## src/rtl/clock_pkg.sv

```systemverilog
// Shared types and constants for the alarm-clock time/alarm editor.
package clock_pkg;

  // One BCD time-of-day value: {H1,H0} in hour, {M1,M0} in min.
  typedef struct packed {
    logic [7:0] hour;
    logic [7:0] min;
  } bcd_hhmm_t;

  typedef enum logic [1:0] {
    StIdle,
    StEdit,
    StCommit
  } edit_state_t;

  localparam logic [7:0] HourMax = 8'h23;
  localparam logic [7:0] MinMax  = 8'h59;

endpackage

```

## src/rtl/bcd_step.sv

```systemverilog
// Combinational BCD +1 on a two-digit field, wrapping at max_i.
// Any invalid digit or a value above max_i steps to 00.
module bcd_step (
  input  logic [7:0] value_i,
  input  logic [7:0] max_i,
  output logic [7:0] next_o
);

  logic invalid;

  // Wrap at the field maximum, carry the low digit into the high digit at 9.
  always_comb begin
    invalid = (value_i[7:4] > 4'd9) || (value_i[3:0] > 4'd9) || (value_i > max_i);
    if (invalid || (value_i == max_i)) begin
      next_o = 8'h00;
    end else if (value_i[3:0] == 4'd9) begin
      next_o = {value_i[7:4] + 4'd1, 4'd0};
    end else begin
      next_o = {value_i[7:4], value_i[3:0] + 4'd1};
    end
  end

endmodule

```

## src/rtl/bcd_time_editor.sv

```systemverilog
// Time/alarm setting unit: holds NumAlarms BCD HH:MM alarms, edits the live
// time or one alarm through an IDLE/EDIT/COMMIT state machine, and drives
// the display word and the timekeeper load pulse.
module bcd_time_editor
  import clock_pkg::*;
#(
  parameter int unsigned NumAlarms   = 2,
  parameter int unsigned RepeatDelay = 2,
  parameter logic [15:0] AlarmReset  = 16'h0700
) (
  input  logic                    clk,
  input  logic                    rst_n,
  input  logic                    tick_half_i,
  input  logic [15:0]             time_in_i,
  input  logic [2:0]              sel_i,
  input  logic                    edit_en_i,
  input  logic                    commit_i,
  input  logic                    incr_hour_i,
  input  logic                    incr_minute_i,
  output logic [15:0]             disp_data_o,
  output logic [16*NumAlarms-1:0] alarm_data_o,
  output logic                    time_load_o,
  output logic [15:0]             time_load_data_o,
  output logic                    editing_o
);

  edit_state_t state_q, state_d;
  logic [2:0]  tgt_q, tgt_d;
  bcd_hhmm_t   work_q, work_d;
  logic [3:0]  rpt_q, rpt_d;
  logic        hour_prev_q, min_prev_q;
  logic [15:0] alarm_q [NumAlarms];
  logic [15:0] alarm_d [NumAlarms];
  logic [15:0] disp_q, disp_d;
  logic        load_q, load_d;
  logic [15:0] load_data_q, load_data_d;
  logic        editing_q, editing_d;

  logic [7:0]  hour_next, min_next;
  logic        btn_held, btn_rise, step;

  bcd_step u_step_hour (
    .value_i (work_q.hour),
    .max_i   (HourMax),
    .next_o  (hour_next)
  );

  bcd_step u_step_min (
    .value_i (work_q.min),
    .max_i   (MinMax),
    .next_o  (min_next)
  );

  // Button step source: minute wins when both are held; rise on edge, repeat on tick.
  always_comb begin
    btn_held = incr_minute_i | incr_hour_i;
    btn_rise = incr_minute_i ? ~min_prev_q : (incr_hour_i & ~hour_prev_q);
    // A rise coincident with a tick still yields a single step.
    step     = btn_rise | (btn_held & tick_half_i & (rpt_q == 4'(RepeatDelay)));
    if ((state_q != StEdit) || !btn_held || btn_rise) begin
      rpt_d = 4'd0;
    end else if (tick_half_i && (rpt_q < 4'(RepeatDelay))) begin
      rpt_d = rpt_q + 4'd1;
    end else begin
      rpt_d = rpt_q;
    end
  end

  // Edit state machine next-state, working register, alarm write-back and outputs.
  always_comb begin
    state_d     = state_q;
    tgt_d       = tgt_q;
    work_d      = work_q;
    alarm_d     = alarm_q;
    load_d      = 1'b0;
    load_data_d = load_data_q;
    unique case (state_q)
      StIdle: begin
        if (edit_en_i && (32'(sel_i) <= NumAlarms)) begin
          state_d = StEdit;
          tgt_d   = sel_i;
          work_d  = time_in_i;
          for (int unsigned k = 0; k < NumAlarms; k++) begin
            if (sel_i == 3'(k + 1)) work_d = alarm_q[k];
          end
        end
      end
      StEdit: begin
        if (commit_i) begin
          state_d = StCommit;
          if (tgt_q == 3'd0) begin
            load_d      = 1'b1;
            load_data_d = work_q;
          end
        end else if (!edit_en_i) begin
          state_d = StIdle;
        end else if (step) begin
          if (incr_minute_i) work_d.min = min_next;
          else               work_d.hour = hour_next;
        end
      end
      StCommit: begin
        state_d = StIdle;
        for (int unsigned k = 0; k < NumAlarms; k++) begin
          if (tgt_q == 3'(k + 1)) alarm_d[k] = work_q;
        end
      end
      default: state_d = StIdle;
    endcase
    disp_d    = (state_q == StIdle) ? time_in_i : work_q;
    editing_d = (state_d == StEdit);
  end

  // State and registered outputs; reset aborts any edit in progress.
  always_ff @(posedge clk or negedge rst_n) begin
    if (!rst_n) begin
      state_q     <= StIdle;
      tgt_q       <= 3'd0;
      work_q      <= '0;
      rpt_q       <= 4'd0;
      hour_prev_q <= 1'b0;
      min_prev_q  <= 1'b0;
      disp_q      <= 16'h0000;
      load_q      <= 1'b0;
      load_data_q <= 16'h0000;
      editing_q   <= 1'b0;
      for (int unsigned k = 0; k < NumAlarms; k++) alarm_q[k] <= AlarmReset;
    end else begin
      state_q     <= state_d;
      tgt_q       <= tgt_d;
      work_q      <= work_d;
      rpt_q       <= rpt_d;
      hour_prev_q <= incr_hour_i;
      min_prev_q  <= incr_minute_i;
      disp_q      <= disp_d;
      load_q      <= load_d;
      load_data_q <= load_data_d;
      editing_q   <= editing_d;
      alarm_q     <= alarm_d;
    end
  end

  for (genvar k = 0; k < NumAlarms; k++) begin : g_alarm_out
    assign alarm_data_o[16*k +: 16] = alarm_q[k];
  end

  assign disp_data_o      = disp_q;
  assign time_load_o      = load_q;
  assign time_load_data_o = load_data_q;
  assign editing_o        = editing_q;

endmodule
```

## config.mk

```make
export PLATFORM = sky130hd
export DESIGN_NAME = bcd_time_editor
export DESIGN_NICKNAME = d
export VERILOG_FILES = /design/src/rtl/clock_pkg.sv /design/src/rtl/bcd_step.sv /design/src/rtl/bcd_time_editor.sv
export SDC_FILE = /design/constraint.sdc
export NUM_CORES = 1
export LEC_CHECK = 0
export ABC_CLOCK_PERIOD_IN_PS = 5900
export CORE_MARGIN = 2
export CORE_UTILIZATION = 50
export CTS_BUF_LIST = sky130_fd_sc_hd__clkbuf_4
export CTS_CLUSTER_DIAMETER = 30
export DETAILED_ROUTE_END_ITERATION = 8
export PLACE_DENSITY = 0.78
export SETUP_SLACK_MARGIN = 0.15
export SLEW_MARGIN = 20
export SYNTH_ARGS = -nofsm -noshare
export SYNTH_HDL_FRONTEND = slang
export SYNTH_HIERARCHICAL = 1
export SYNTH_SLANG_ARGS = --single-unit
export TNS_END_PERCENT = 5
```

## constraint.sdc

```tcl
create_clock -name clk -period 5.9 [get_ports clk]
set_input_delay 0.59 -clock clk [delete_from_list [all_inputs] [get_ports clk]]
set_output_delay 0.59 -clock clk [all_outputs]
set_load 0.05 [all_outputs]
```

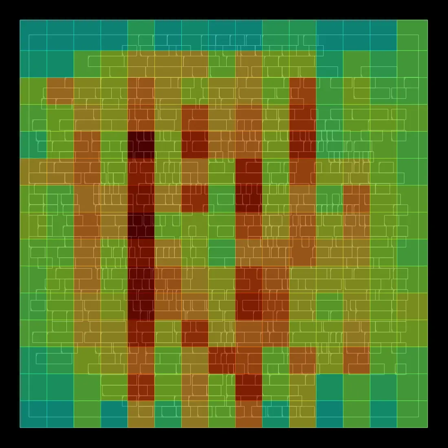
(routing congestion map)
M1 GR Usage: 29.4%
global-route usage over all layers: 22.8%
grt met2 use: 38.1%

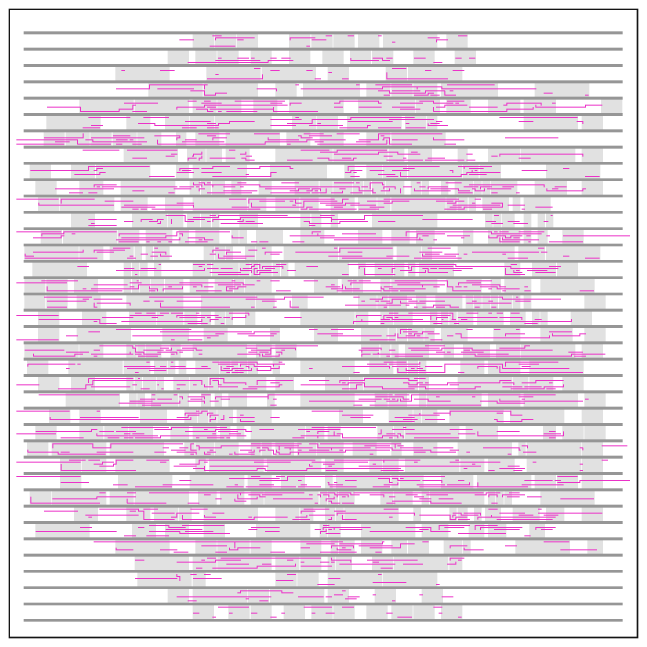
(signal wires on met1)
(6 px per micron) Supply wires on this layer in gray.
wire length on this layer	5160 microns
share of all routed wire	43%
Vias: 3762
drt total wl: 12.1 mm

kinds of logic (layout without fill, tap and decap cells):
group | count (synthesis) | in the layout
adders and majority gates | 24 | 24
other | 2 | 16
muxes | 84 | 84
xor gates and xnor gates | 11 | 11
DFF | 93 | 93
AOI/OAI and AO/OA | 79 | 79
and+or+nand+nor | 97 | 97
buffers and inverters | 43 | 135
layout make-up:
type	instances	area, sq um
clock buffer	9	67.6
clock inverter	7	72.6
fill	794	3530
inverter	26	97.6
multi-input combinational	311	2590
sequential	93	2330
tap	133	166
timing repair buffer	93	923
state kept, by name, summed over array words and instances, names as in the netlist:
signal / count
rpt_q: 4
min_prev_q: 1
state_q: 2
time_load_o: 1
hour_prev_q: 1
disp_data_o: 16
time_load_data_o: 16
work_q: 16
editing_o: 1
tgt_q: 3
alarm_data_o: 32
worst paths after layout:
path	from	end	slack, ns	cells after the start
max in group asynchronous	rst_n	alarm_data_o[4]	4.75	2
setup reg to reg	state_q[1]	time_load_data_o[14]	3.15	4
min in group clk	rpt_q[2]	rpt_q[2]	0.51	1
hold reg to reg	rpt_q[2]	rpt_q[2]	0.51	1
hold / removal	rst_n	rpt_q[2]	0.09	1
setup / recovery	state_q[1]	time_load_data_o[14]	3.15	4
metal layers:
metal  wire, microns  share of wire [%]  GRT usage [%]  vias up
met5               0                  0              0        -
li1                -                  -              -     1751
met4             229                1.9           7.72        0
met3             649                5.4           4.70       22
met1            5160                 43           29.4     1859
met2            6050                 50           38.1      130
power by group through the flow:
stage / Sequential (mW) / Clock, mW / Combinational, mW
global route: 1.16 / 0.396 / 1.69
CTS: 1.12 / 0.364 / 1.60
floorplan: 1.59 / 0 / 0.612
global placement: 1.12 / 0 / 1.56
detailed placement: 1.13 / 0 / 1.59
finish: 1.12 / 0.358 / 1.60
==> flow_summary.toml <==
# implementation run metrics
[outcome]
status = "finished clean"

[final_timing]
final-max-slew-violation-count = 0
slew_headroom_pct = 22.2
whs_ns = 0.0857
final_hold_viol_count = 0
fin_crit_ns = 2.75
setup_violations = 0
worst_pin_slew_ns = 1.16
rsz0062_at_grt = "no"
period_used_pct = 46.5
fmax_ghz = 0.364
setup_ws_ns = 3.15
fin_setup_tns_ns = 0
skew_ns = 0.0137

[worst_setup_path]
crit_buf_inv = 0
end_kind = "flip-flop"
startpoint_type = "flip-flop"
crit_arrival_ns = 3.08
crit_family = "simple AND/OR/NAND/NOR gates"
required_ns = 6.23
path_cells = "and2b_1 > nand2_1 > or4_1 > mux2_4"
critical_path_class = "reg -> reg"
critPathMaxFanout = 18
slowest_delay_ns = 0.90
cp_slowest_cell = "or4_1"

[floorplan]
fp-utilization_pct = 51.6
pin_count = 92
die_y_microns = 104
core_area_sq_um = 9770
rows = 36
die_area_sq_um = 10900
die_width_microns = 104

[grt]
grt_pass1_vias = 3941
antenna_found_initial = 0
grt_remaining_overflow = 0
grt_pass1_wl_mm = 19.9
grt_max_degree = 55

[clock_tree]
clockRootBuffer = "clkbuf_4"
cts-resized-gates = 0
cts_setup_buffers = 0
clk_pin_slew_ns = 0.15
postCtsHoldBufs = 0
cts_buffers = 9
clkSinkCount = 93
cts-htree-levels = 3
cts_buffer_depth = 2
cts_tree = "done"
worstSkewPairLatency_ns = 0.44

[yosys]
yosys-top-cells-count = "dfrtp_1 (87), mux2_2 (73), o21ai_0 (34)"
avgSynthCellArea_sq_um = 11.7
syn_inst = 433
yosysMostFrequentCell = "dfrtp_1"
simple_gate_area_share_pct = 11.2
ys_warn_count = 6
ys_async_sr_fraction_pct = 100
xor_share_pct = 1.91
syn_area_sq_um = 5040
fa_ha_area_share_pct = 5.95
ys_types = 47
yosysTopAreaCellShare_pct = 43.2
synth_area_leader_cell = "dfrtp_1"
ys.flops = 93
mux_share_pct = 19.4
ys_area_sq_um = 5040
synth.cellmix.compoundShare_pct = 11.5
ys.flop_type = "dfrtp_1"
ys_cells = 433
edf_count = 0
topCombFamilyByArea = "multiplexers"
topCellsByArea = "dfrtp_1 (43%), mux2_2 (16%), ha_1 (6.0%)"
ys_seq_share_pct = 46.3

[detailed_routing]
drtPass1Iterations = 5
drc = 0
antenna_left = 0
via_per_inst = 5.60
wl_per_cell_microns = 18.0
drt_iter0_drc = 154

[cells_and_area]
drive_above_1_share_pct = 22.6
layout.nets = 584
mostFrequentLayoutCells = "clkdlybuf4s50_1 (90), dfrtp_1 (87), mux2_2 (73)"
lay_top_count = "clkdlybuf4s50_1"
syn_to_final_growth_pct = 23.9
post-route-util_pct = 63.9
diodes = 0
final_cells = 672
final_cell_area_sq_um = 6250

[placed_design]
dp_hpwl_mm = 8.29
dp.cells = 656
io_buffers = 91
dp_slack_ns = 2.81
dpl-instance-area_sq_um = 6110
routabilityCongestion = 0.783

[pwr]
pwr-share-comb_pct = 51.9
switching_share_pct = 46.8
p_int_mw = 1.64
total_power_mw = 3.08
ir_worst_vdd_v = 0.000282
power.switching_mw = 1.44
clock_power_share_pct = 11.6
power.leakage_nw = 2.76
powerDensity_nw_per_um2 = 492
pwr-share-seq_pct = 36.4

[job]
warnings = 31
cap_violations = 0

[worst_hold_path]
holdCritPathClass = "in -> async"
Power and IR drop assume default switching activity.
